## config.mk

```make
export PLATFORM = sky130hd
export DESIGN_NAME = pi_loop_sequencer
export DESIGN_NICKNAME = d
export VERILOG_FILES = /design/src/rtl/pi_loop_sequencer.sv
export SDC_FILE = /design/constraint.sdc
export NUM_CORES = 1
export LEC_CHECK = 0
export CAP_MARGIN = 10
export CORE_AREA = 2 2 116 118
export DETAILED_ROUTE_END_ITERATION = 10
export DIE_AREA = 0 0 118 120
export PLACE_DENSITY = 0.89
export SYNTH_ARGS = -nofsm -noshare
export SYNTH_HDL_FRONTEND = slang
export SYNTH_SLANG_ARGS = --single-unit
```

## constraint.sdc

```tcl
create_clock -name clk -period 2.1 [get_ports clk]
set_clock_uncertainty 0.2 [all_clocks]
set_input_delay 0.315 -clock clk [delete_from_list [all_inputs] [get_ports clk]]
set_output_delay 0.315 -clock clk [all_outputs]
set_load 0.03 [all_outputs]
```

## src/rtl/pi_loop_sequencer.sv

```systemverilog
// Control-loop sequencer: arms the ADC, shadows the pipeline operands, waits out the PI
// pipeline latency, stores the integral and writes the saturated word to the DAC.
// Optional macro INTEGRAL_CLAMP_EN clamps the stored integral to +/-INTEGRAL_MAX.
module pi_loop_sequencer #(
  parameter int INPUT_WIDTH  = 18,
  parameter int OUTPUT_WIDTH = 32,
  parameter int DAC_WIDTH    = 20,
  parameter int PIPE_LATENCY = 4,
  parameter int INTEGRAL_MAX = 1 << 30
) (
  input  logic                    clk,
  input  logic                    rst,
  input  logic                    i_enable,
  input  logic [INPUT_WIDTH-1:0]  i_setpoint,
  input  logic [INPUT_WIDTH-1:0]  i_kp,
  input  logic [INPUT_WIDTH-1:0]  i_ki,
  output logic                    o_adc_arm,
  input  logic                    i_adc_finished,
  input  logic [INPUT_WIDTH-1:0]  i_adc_data,
  output logic [INPUT_WIDTH-1:0]  o_actual,
  output logic [INPUT_WIDTH-1:0]  o_setpoint,
  output logic [INPUT_WIDTH-1:0]  o_kp,
  output logic [INPUT_WIDTH-1:0]  o_ki,
  output logic [OUTPUT_WIDTH-1:0] o_integral,
  input  logic [OUTPUT_WIDTH-1:0] i_integral,
  input  logic [OUTPUT_WIDTH-1:0] i_pd_out,
  output logic                    o_dac_arm,
  input  logic                    i_dac_finished,
  output logic [DAC_WIDTH-1:0]    o_dac_data,
  output logic                    o_loop_done
);

  typedef enum logic [2:0] {IDLE, ADC_WAIT, PIPE_WAIT, DAC_WAIT, REARM} state_e;

  localparam int CNT_W = $clog2(PIPE_LATENCY + 2);
  localparam logic [CNT_W-1:0] CNT_LAST = CNT_W'(PIPE_LATENCY);
  localparam logic signed [OUTPUT_WIDTH-1:0] DAC_MAX =
    OUTPUT_WIDTH'((64'sd1 <<< (DAC_WIDTH - 1)) - 64'sd1);
  localparam logic signed [OUTPUT_WIDTH-1:0] DAC_MIN = ~DAC_MAX;

  state_e                  state_q, state_d;
  logic [CNT_W-1:0]        cnt_q, cnt_d;
  logic                    adc_arm_q, adc_arm_d;
  logic                    dac_arm_q, dac_arm_d;
  logic                    loop_done_q, loop_done_d;
  logic [INPUT_WIDTH-1:0]  actual_q, actual_d;
  logic [INPUT_WIDTH-1:0]  setpoint_q, setpoint_d;
  logic [INPUT_WIDTH-1:0]  kp_q, kp_d;
  logic [INPUT_WIDTH-1:0]  ki_q, ki_d;
  logic [OUTPUT_WIDTH-1:0] integral_q, integral_d;
  logic [DAC_WIDTH-1:0]    dac_data_q, dac_data_d;

  function automatic logic [DAC_WIDTH-1:0] sat_dac(input logic signed [OUTPUT_WIDTH-1:0] x);
    if (x > DAC_MAX)      return DAC_MAX[DAC_WIDTH-1:0];
    else if (x < DAC_MIN) return DAC_MIN[DAC_WIDTH-1:0];
    else                  return x[DAC_WIDTH-1:0];
  endfunction

`ifdef INTEGRAL_CLAMP_EN
  localparam logic signed [OUTPUT_WIDTH-1:0] INT_MAX_S = OUTPUT_WIDTH'(INTEGRAL_MAX);
  localparam logic signed [OUTPUT_WIDTH-1:0] INT_MIN_S = -INT_MAX_S;

  function automatic logic [OUTPUT_WIDTH-1:0] clamp_int(input logic signed [OUTPUT_WIDTH-1:0] x);
    if (x > INT_MAX_S)      return INT_MAX_S;
    else if (x < INT_MIN_S) return INT_MIN_S;
    else                    return x;
  endfunction
`else
  function automatic logic [OUTPUT_WIDTH-1:0] clamp_int(input logic signed [OUTPUT_WIDTH-1:0] x);
    return x;
  endfunction
`endif

  // NOTE: every next-state value gets its default first, so no path can infer a latch.
  always_comb begin
    state_d     = state_q;
    cnt_d       = cnt_q;
    adc_arm_d   = adc_arm_q;
    dac_arm_d   = dac_arm_q;
    loop_done_d = 1'b0;
    actual_d    = actual_q;
    setpoint_d  = setpoint_q;
    kp_d        = kp_q;
    ki_d        = ki_q;
    integral_d  = integral_q;
    dac_data_d  = dac_data_q;

    unique case (state_q)
      IDLE: begin
        if (i_enable && !i_adc_finished) begin
          adc_arm_d = 1'b1;
          state_d   = ADC_WAIT;
        end
      end
      ADC_WAIT: begin
        // The operand shadows move only here, so the pipeline sees a stable iteration.
        if (i_adc_finished) begin
          actual_d   = i_adc_data;
          setpoint_d = i_setpoint;
          kp_d       = i_kp;
          ki_d       = i_ki;
          adc_arm_d  = 1'b0;
          cnt_d      = '0;
          state_d    = PIPE_WAIT;
        end
      end
      PIPE_WAIT: begin
        if (cnt_q == CNT_LAST) begin
          integral_d = clamp_int($signed(i_integral));
          dac_data_d = sat_dac($signed(i_pd_out));
          dac_arm_d  = 1'b1;
          state_d    = DAC_WAIT;
        end else begin
          cnt_d = cnt_q + 1'b1;
        end
      end
      DAC_WAIT: begin
        if (i_dac_finished) begin
          dac_arm_d   = 1'b0;
          loop_done_d = 1'b1;
          state_d     = REARM;
        end
      end
      REARM: begin
        // Stale finished levels from the last handshake must clear before re-arming.
        if (!i_adc_finished && !i_dac_finished) begin
          if (i_enable) begin
            adc_arm_d = 1'b1;
            state_d   = ADC_WAIT;
          end else begin
            state_d = IDLE;
          end
        end
      end
      default: state_d = IDLE;
    endcase
  end

  // NOTE: state registers use non-blocking assignments so all flops update together.
  always_ff @(posedge clk) begin
    if (rst) begin
      state_q     <= IDLE;
      cnt_q       <= '0;
      adc_arm_q   <= 1'b0;
      dac_arm_q   <= 1'b0;
      loop_done_q <= 1'b0;
      actual_q    <= '0;
      setpoint_q  <= '0;
      kp_q        <= '0;
      ki_q        <= '0;
      integral_q  <= '0;
      dac_data_q  <= '0;
    end else begin
      state_q     <= state_d;
      cnt_q       <= cnt_d;
      adc_arm_q   <= adc_arm_d;
      dac_arm_q   <= dac_arm_d;
      loop_done_q <= loop_done_d;
      actual_q    <= actual_d;
      setpoint_q  <= setpoint_d;
      kp_q        <= kp_d;
      ki_q        <= ki_d;
      integral_q  <= integral_d;
      dac_data_q  <= dac_data_d;
    end
  end

  assign o_adc_arm   = adc_arm_q;
  assign o_dac_arm   = dac_arm_q;
  assign o_loop_done = loop_done_q;
  assign o_actual    = actual_q;
  assign o_setpoint  = setpoint_q;
  assign o_kp        = kp_q;
  assign o_ki        = ki_q;
  assign o_integral  = integral_q;
  assign o_dac_data  = dac_data_q;

endmodule

```

Figure 1. Clock nets (run 1).
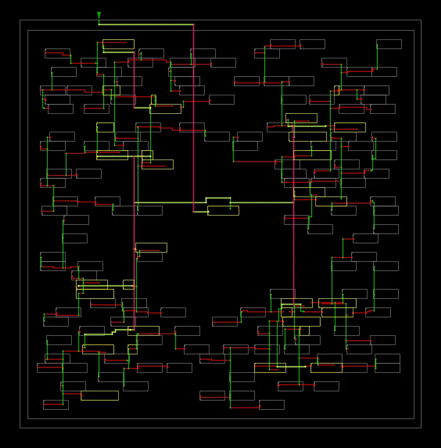
Clk power: 3410 uW
clock buffer count: 21
clock sink count: 133

Figure 2. Sequential cells coloured by netlist name (run 1).
Bar = 20 microns.
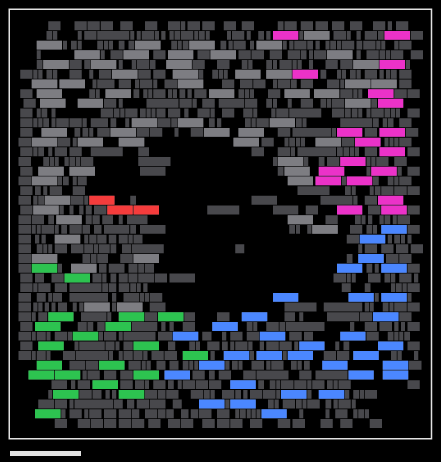
legend:
  green:
    name_in_the_netlist: o_dac_data
    sequential_cells: 20
    where: south-west
  magenta:
    name_in_the_netlist: o_actual
    sequential_cells: 18
  red:
    name_in_the_netlist: state_q
    sequential_cells: 3
  blue:
    name_in_the_netlist: o_integral
    sequential_cells: 32
not coloured: 60
sequential power: 2880 uW
FF+latch area: 2660 sq um
Final Util: 65.8%

Figure 3. Local utilization (run 1).
Bar = 20 microns. 12 x 12 tiles, from dark purple (low) to yellow (high), 0 to 100% covered.
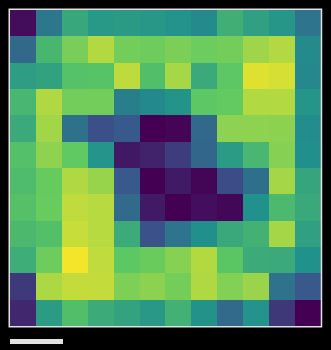
nearly empty tiles: 4.9%
emptiest ninth of the die: centre
fullest tile: 99%
mean over tiles: 59%
tiles over 75% full: 35%

==> run 1: placed cells by master (no fill, tap or decap), drive strengths merged <==
master	netlist	routed
a211oi	19	19
a21bo	1	1
a21oi	112	112
a221oi	1	1
a31oi	3	3
and3	1	1
and3b	1	1
buf	25	23
bufinv	0	6
clkbuf	20	21
clkdlybuf4s50	0	266
clkinv	0	2
clkinvlp	0	2
dfxtp	133	133
ha	2	2
inv	5	6
mux2i	1	1
nand2	232	232
nand2b	3	3
nand3	2	2
nand4	3	3
nor2	25	25
nor3	2	2
nor3b	1	1
nor4	3	3
o211ai	1	1
o21ai	3	3
o22a	1	1
o31ai	2	2
o32ai	1	1
or2	1	1
or3	4	4
or4	1	1
==> run 1: metrics by stage <==
stage,hold slack (ns),cell area [sq um],cells
after floorplan,0.251,4890,609
after global placement,0.240,7850,1029
after detailed placement,0.246,7850,1029
after CTS,0.198,8540,1061
after global routing,0.227,8540,1061
final,0.215,8540,1061
==> run 1: flip-flops by register name, summed over array words and instances, names as in the netlist <==
name	flops
o_setpoint	18
o_kp	18
o_adc_arm	1
o_dac_data	20
state_q	3
o_ki	18
cnt_q	3
o_actual	18
o_dac_arm	1
o_integral	32
o_loop_done	1
==> run 1: per-layer routing <==
metal	vias up	part of all wire [%]	global-route usage, %
met5	-	0	0
met4	0	3.3	10.5
met3	39	5.8	5.89
met2	204	51	37.4
met1	2370	40	24.2
li1	2527	-	-
==> run 1: where the power goes <==
part	switching (uW)	internal, uW
Clock	1110	2300
Sequential	140	2740
Combinational	1010	869
==> run 1: worst reg2reg max path, delay by kind of cell, from the launching register on <==
family,cells,cell delay (ns)
flip-flops,1,0.37
buffers and inverters,1,0.06
AND/OR/NAND/NOR,1,0.41
AND-OR/OR-AND,3,0.62
adder cells (fa/ha/maj),1,0.23
==> reports/summary.txt, run 1 <==
Status: complete, no violations
Total Nets Final: 1015
I/O pins: 268
Pleak: 0.00295 uW
Via count: 5140
Number of global-route vias before repair: 5056
Fa+ha+maj area frac: 0.511%
# DRC: 0
Layout Area Growth over Synthesis: 74.4%
Total Neg Setup Slack: 0 ns
Mapped cell area: 4890 sq um
Comb_multi_in: 426
Rows: 42
Core area: 13000 sq um
Top-count cell post-synth: nand2_1
Tightest Hold Check Type: primary input to flop
Cell taking the most area after synthesis: dfxtp_1
Power Density: 957 nW/um^2
Crit-path cells: clkdlybuf4s50_1
Post-synth EDFFs: 0
CTS tree: done
Register area share after synthesis: 54.4%
Synthesis area per yosys: 4890 sq um
FF-to-FF Start: cnt_q[0]
Signal buffers: 289
Combinational gate area: 1990 sq um
==> inputs of run 2 (changes only) <==
- PLACE_DENSITY: 0.89 -> 0.9
==> reports/summary.txt, run 2 <==
Clock sink count: 133 (unchanged)
Layout Cells excl Fill: 1059 (was 1061)
Register area share after synthesis: 54.4% (unchanged)
Post-CTS sizing: 0 (unchanged)
Placed cells: 1030 (was 1029)
Core area: 13000 sq um (unchanged)
# DRC: 0 (unchanged)
Finished Cell Area: 8390 sq um (was 8540 sq um)
First-pass GRT wire length: 23.4 mm (was 24.5 mm)
Number of global-route vias before repair: 4814 (was 5056)
Post-synth top flop: dfxtp_1 (unchanged)
Total Nets Final: 1016 (was 1015)
Mean Syn Cell Area: 8.04 sq um (unchanged)
DP Area: 7820 sq um (was 7850 sq um)
Setup bufs post-CTS: 0 (unchanged)
Combinational gate area: 1990 sq um (unchanged)
Status: complete, no violations (unchanged)
CTS tree: done (unchanged)
Top-count cell post-synth: nand2_1 (unchanged)
Rows: 42 (unchanged)
Max FFs per register: 32 (unchanged)
Via count: 5027 (was 5140)
Synthesis area per yosys: 4890 sq um (unchanged)
Post-Route WL: 14.7 mm (was 15.3 mm)
Mapped cell area: 4890 sq um (unchanged)
Hold Slack: 0.137 ns (was 0.215 ns)
Cell taking the most area after synthesis: dfxtp_1 (unchanged)
Top cells excl fill/tap: clkdlybuf4s50_1, nand2_1, dfxtp_1 (unchanged)
I/O pins: 268 (unchanged)
Layout Area Growth over Synthesis: 71.3% (was 74.4%)
Via density: 4.75 (was 4.84)
Tightest Hold Check Type: primary input to flop (unchanged)
Post-synth EDFFs: 0 (unchanged)
FF+latch area: 2660 sq um (unchanged)
Largest net degree at the start of global routing: 73 (unchanged)
Power Density: 897 nW/um^2 (was 957 nW/um^2)
Top cell excl fill/tap: clkdlybuf4s50_1 (unchanged)
Cell count after synthesis: 609 (unchanged)
Root Driver: clkbuf_16 (unchanged)
Crit-path cells: clkdlybuf4s50_1 (unchanged)
[run 2: cell counts after synthesis]
No cell type changed its count.
[run 2: final timing paths]
kind,start,to,slack (ns),cells past startpoint
max,o_kp[3],o_kp[3],0.11,1
min,rst,o_integral[15],0.14,2
max reg2reg,cnt_q[0],cnt_q[2],0.13,6
min reg2reg,o_actual[2],o_actual[2],0.25,2
[run 2: power by group]
part	total, uW	switching (uW)	internal, uW
registers	2870	129	2740
logic	1870	1010	862
clock network	2790	990	1800
[run 2: logic make-up (layout without fill, tap and decap cells)]
| family | after synthesis | count (layout) | synth area share, % |
|---|---|---|---|
| DFF | 133 | 133 | 54.4 |
| and+or+nand+nor | 279 | 279 | 23.0 |
| buffers and inverters | 50 | 324 | 5.19 |
| AOI/OAI and AO/OA | 144 | 144 | 16.7 |
| adders and majority gates | 2 | 2 | 0.511 |
| muxes | 1 | 1 | 0.205 |
[run 2: cell type report]
cell class	count	area share [%]
Multi-Input combinational cell	426	23.8
Timing Repair Buffer	290	34.9
Clock buffer	26	6.19
Sequential cell	133	31.8
Tap cell	176	2.63
Clock inverter	3	0.507
Inverter	5	0.224
[run 2: layer usage]
| metal | part of all wire (%) | wire [microns] | global-route usage, % |
|---|---|---|---|
| met2 | 51 | 7490 | 35.6 |
| met4 | 2.6 | 381 | 8.66 |
| met1 | 41 | 5950 | 23.4 |
| met3 | 5.8 | 852 | 6.61 |
| met5 | 0 | 0 | 0 |
[run 2: through the flow]
step	TNS, ns	total power [uW]	setup slack, ns	util [%]
floorplan	0	3900	0.287	-
global placement	0	4750	0.0354	60.3
detailed placement	-0.00139	4790	-0.00139	60.3
CTS	0	7580	0.0943	64.6
global route	0	7870	0.0267	64.6
finish	0	7520	0.111	64.6
Figure 4. Clock nets (run 2).
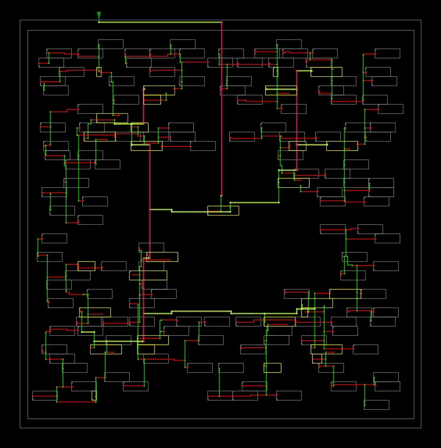
final sequential cell count: 133
clk ins delay skew pair: 0.40 ns
Clk power: 2790 uW
CTS buffer count: 17

Figure 5. Sequential cells coloured by netlist name (run 2).
Bar = 20 microns.
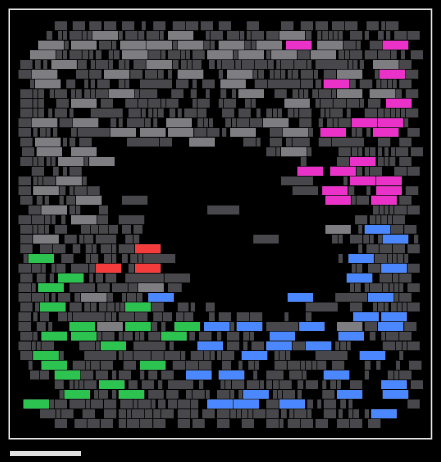
legend:
  green:
    name_in_the_netlist: o_dac_data
    sequential_cells: 20
    where: south-west
  red:
    name_in_the_netlist: state_q
    sequential_cells: 3
  magenta:
    name_in_the_netlist: o_actual
    sequential_cells: 18
  blue:
    name_in_the_netlist: o_integral
    sequential_cells: 32
not coloured: 60

==> inputs of run 3 (changes only) <==
- clock period: 2.1 -> 2.2 ns (I/O delays scaled with it)
==> reports/summary.txt, run 3 <==
Worst r2r path cells: 6 (unchanged)
Root Driver: clkbuf_16 (unchanged)
R2R Setup Slk: 0.24 ns (was 0.13 ns)
Post-synth EDFFs: 0 (unchanged)
Largest net degree at the start of global routing: 73 (unchanged)
Post-CTS sizing: 0 (unchanged)
R2r endpoint: cnt_q[2] (unchanged)
Hold Startpoint: rst (unchanged)
DP Area: 7800 sq um (was 7820 sq um)
Worst Hold Path EP: o_integral[19] (was o_integral[15])
Synthesis area per yosys: 4890 sq um (unchanged)
Total Nets Final: 1015 (was 1016)
Min-Delay Path Depth: 2 (unchanged)
I/O pins: 268 (unchanged)
Clock sink count: 133 (unchanged)
Cell taking the most area after synthesis: dfxtp_1 (unchanged)
Core area: 13000 sq um (unchanged)
CP Class: flop to output pin (unchanged)
Top cells excl fill/tap: clkdlybuf4s50_1, nand2_1, dfxtp_1 (unchanged)
FF-to-FF Start: cnt_q[0] (unchanged)
Register area share after synthesis: 54.4% (unchanged)
Mapped cell area: 4890 sq um (unchanged)
Layout Cells excl Fill: 1061 (was 1059)
Top-count cell post-synth: nand2_1 (unchanged)
Via density: 4.84 (was 4.75)
Tightest Hold Check Type: primary input to flop (unchanged)
Setup bufs post-CTS: 0 (unchanged)
Layout Area Growth over Synthesis: 72.5% (was 71.3%)
Post-Place Setup Slack: 0.0386 ns (was -0.00139 ns)
Total Neg Setup Slack: 0 ns (unchanged)
Clk ins delay skew pair: 0.41 ns (was 0.40 ns)
Placed cells: 1029 (was 1030)
Violation count after the first detailed-routing iteration: 286 (was 312)
Final Util: 65.1% (was 64.6%)
Finished Cell Area: 8450 sq um (was 8390 sq um)
Top cell excl fill/tap: clkdlybuf4s50_1 (unchanged)
Hold Slack: 0.172 ns (was 0.137 ns)
First-pass GRT wire length: 24.2 mm (was 23.4 mm)
Power Density: 894 nW/um^2 (was 897 nW/um^2)
Status: complete, no violations (unchanged)
Crit-path cells: clkdlybuf4s50_1 (unchanged)
Final setup margin: 0.206 ns (was 0.111 ns)
Mean Syn Cell Area: 8.04 sq um (unchanged)
Max FFs per register: 32 (unchanged)
Post-synth top flop: dfxtp_1 (unchanged)
# DRC: 0 (unchanged)
Pleak: 0.00293 uW (was 0.00290 uW)
Rows: 42 (unchanged)
Cell count after synthesis: 609 (unchanged)
==> run 3: area by class of cell <==
class | count | area [sq um]
Fill cell | 1036 | 4530
Timing Repair Buffer | 289 | 2910
Sequential cell | 133 | 2660
Multi-Input combinational cell | 426 | 1990
Clock buffer | 21 | 470
Tap cell | 176 | 220
Clock inverter | 11 | 171
Inverter | 5 | 18.8
==> run 3: kinds of logic after synthesis <==
kind of cell             count (synthesis)  synth area share, %
AND/OR/NAND/NOR                        279                 23.0
multiplexers                             1                0.205
buffers and inverters                   50                 5.19
AND-OR/OR-AND                          144                 16.7
adder cells (fa/ha/maj)                  2                0.511
flip-flops                             133                 54.4
==> run 3: how the worst max path moves through the flow <==
stage | start | end | cells after the start
after detailed placement | i_pd_out[19] | o_dac_data[13] | 6
after floorplan | cnt_q[0] | cnt_q[2] | 6
final | o_actual[2] | o_actual[2] | 1
after CTS | o_ki[17] | o_ki[17] | 1
after global routing | cnt_q[0] | cnt_q[1] | 6
after global placement | i_pd_out[19] | o_dac_data[9] | 6
==> run 3: metal layers <==
layer  global-route usage [%]  part of all wire (%)  up-vias  wire length, microns
li1                         -                     -     2534                     -
met1                     23.8                    39     2390                  5880
met2                     37.7                    52      180                  7820
met3                     7.37                   6.3       34                   940
met4                     7.83                   2.2        0                   332
met5                        0                     0        -                     0
==> run 3: where the power goes <==
| group | switching, uW | internal [uW] |
|---|---|---|
| Sequential | 131 | 2610 |
| Combinational | 963 | 813 |
| Clock | 1040 | 1990 |
Figure 6. Signal metal coverage by tile (run 3).
24 x 24 tiles, from dark purple (low) to yellow (high), scaled to the fullest tile. Values are wire area over tile area, all layers added.
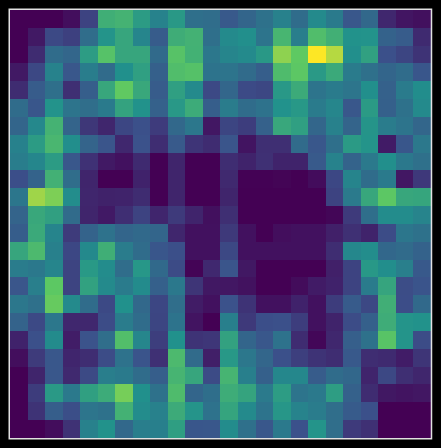
emptiest ninth of the die: centre
tiles over half the peak: 18%
nearly empty tiles: 9.0%
mean over tiles: 0.17
fullest tile: 0.55

Figure 7. Metal layers overlaid (run 3).
Only two layers are drawn.
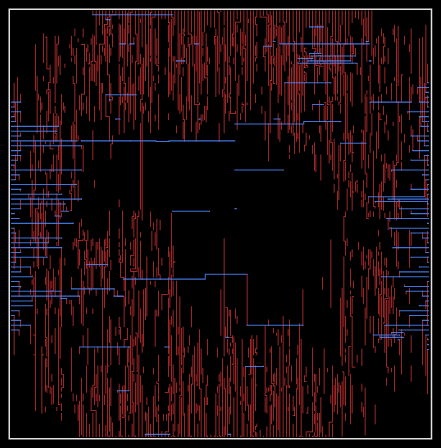
legend:
  red:
    layer: M2
    wire_length: 7820 microns
  blue:
    layer: M3
    wire_length: 941 microns
Post-Route WL: 15.0 mm
gr usage total: 21.4%
via count: 5138

Power and IR drop assume default switching activity.
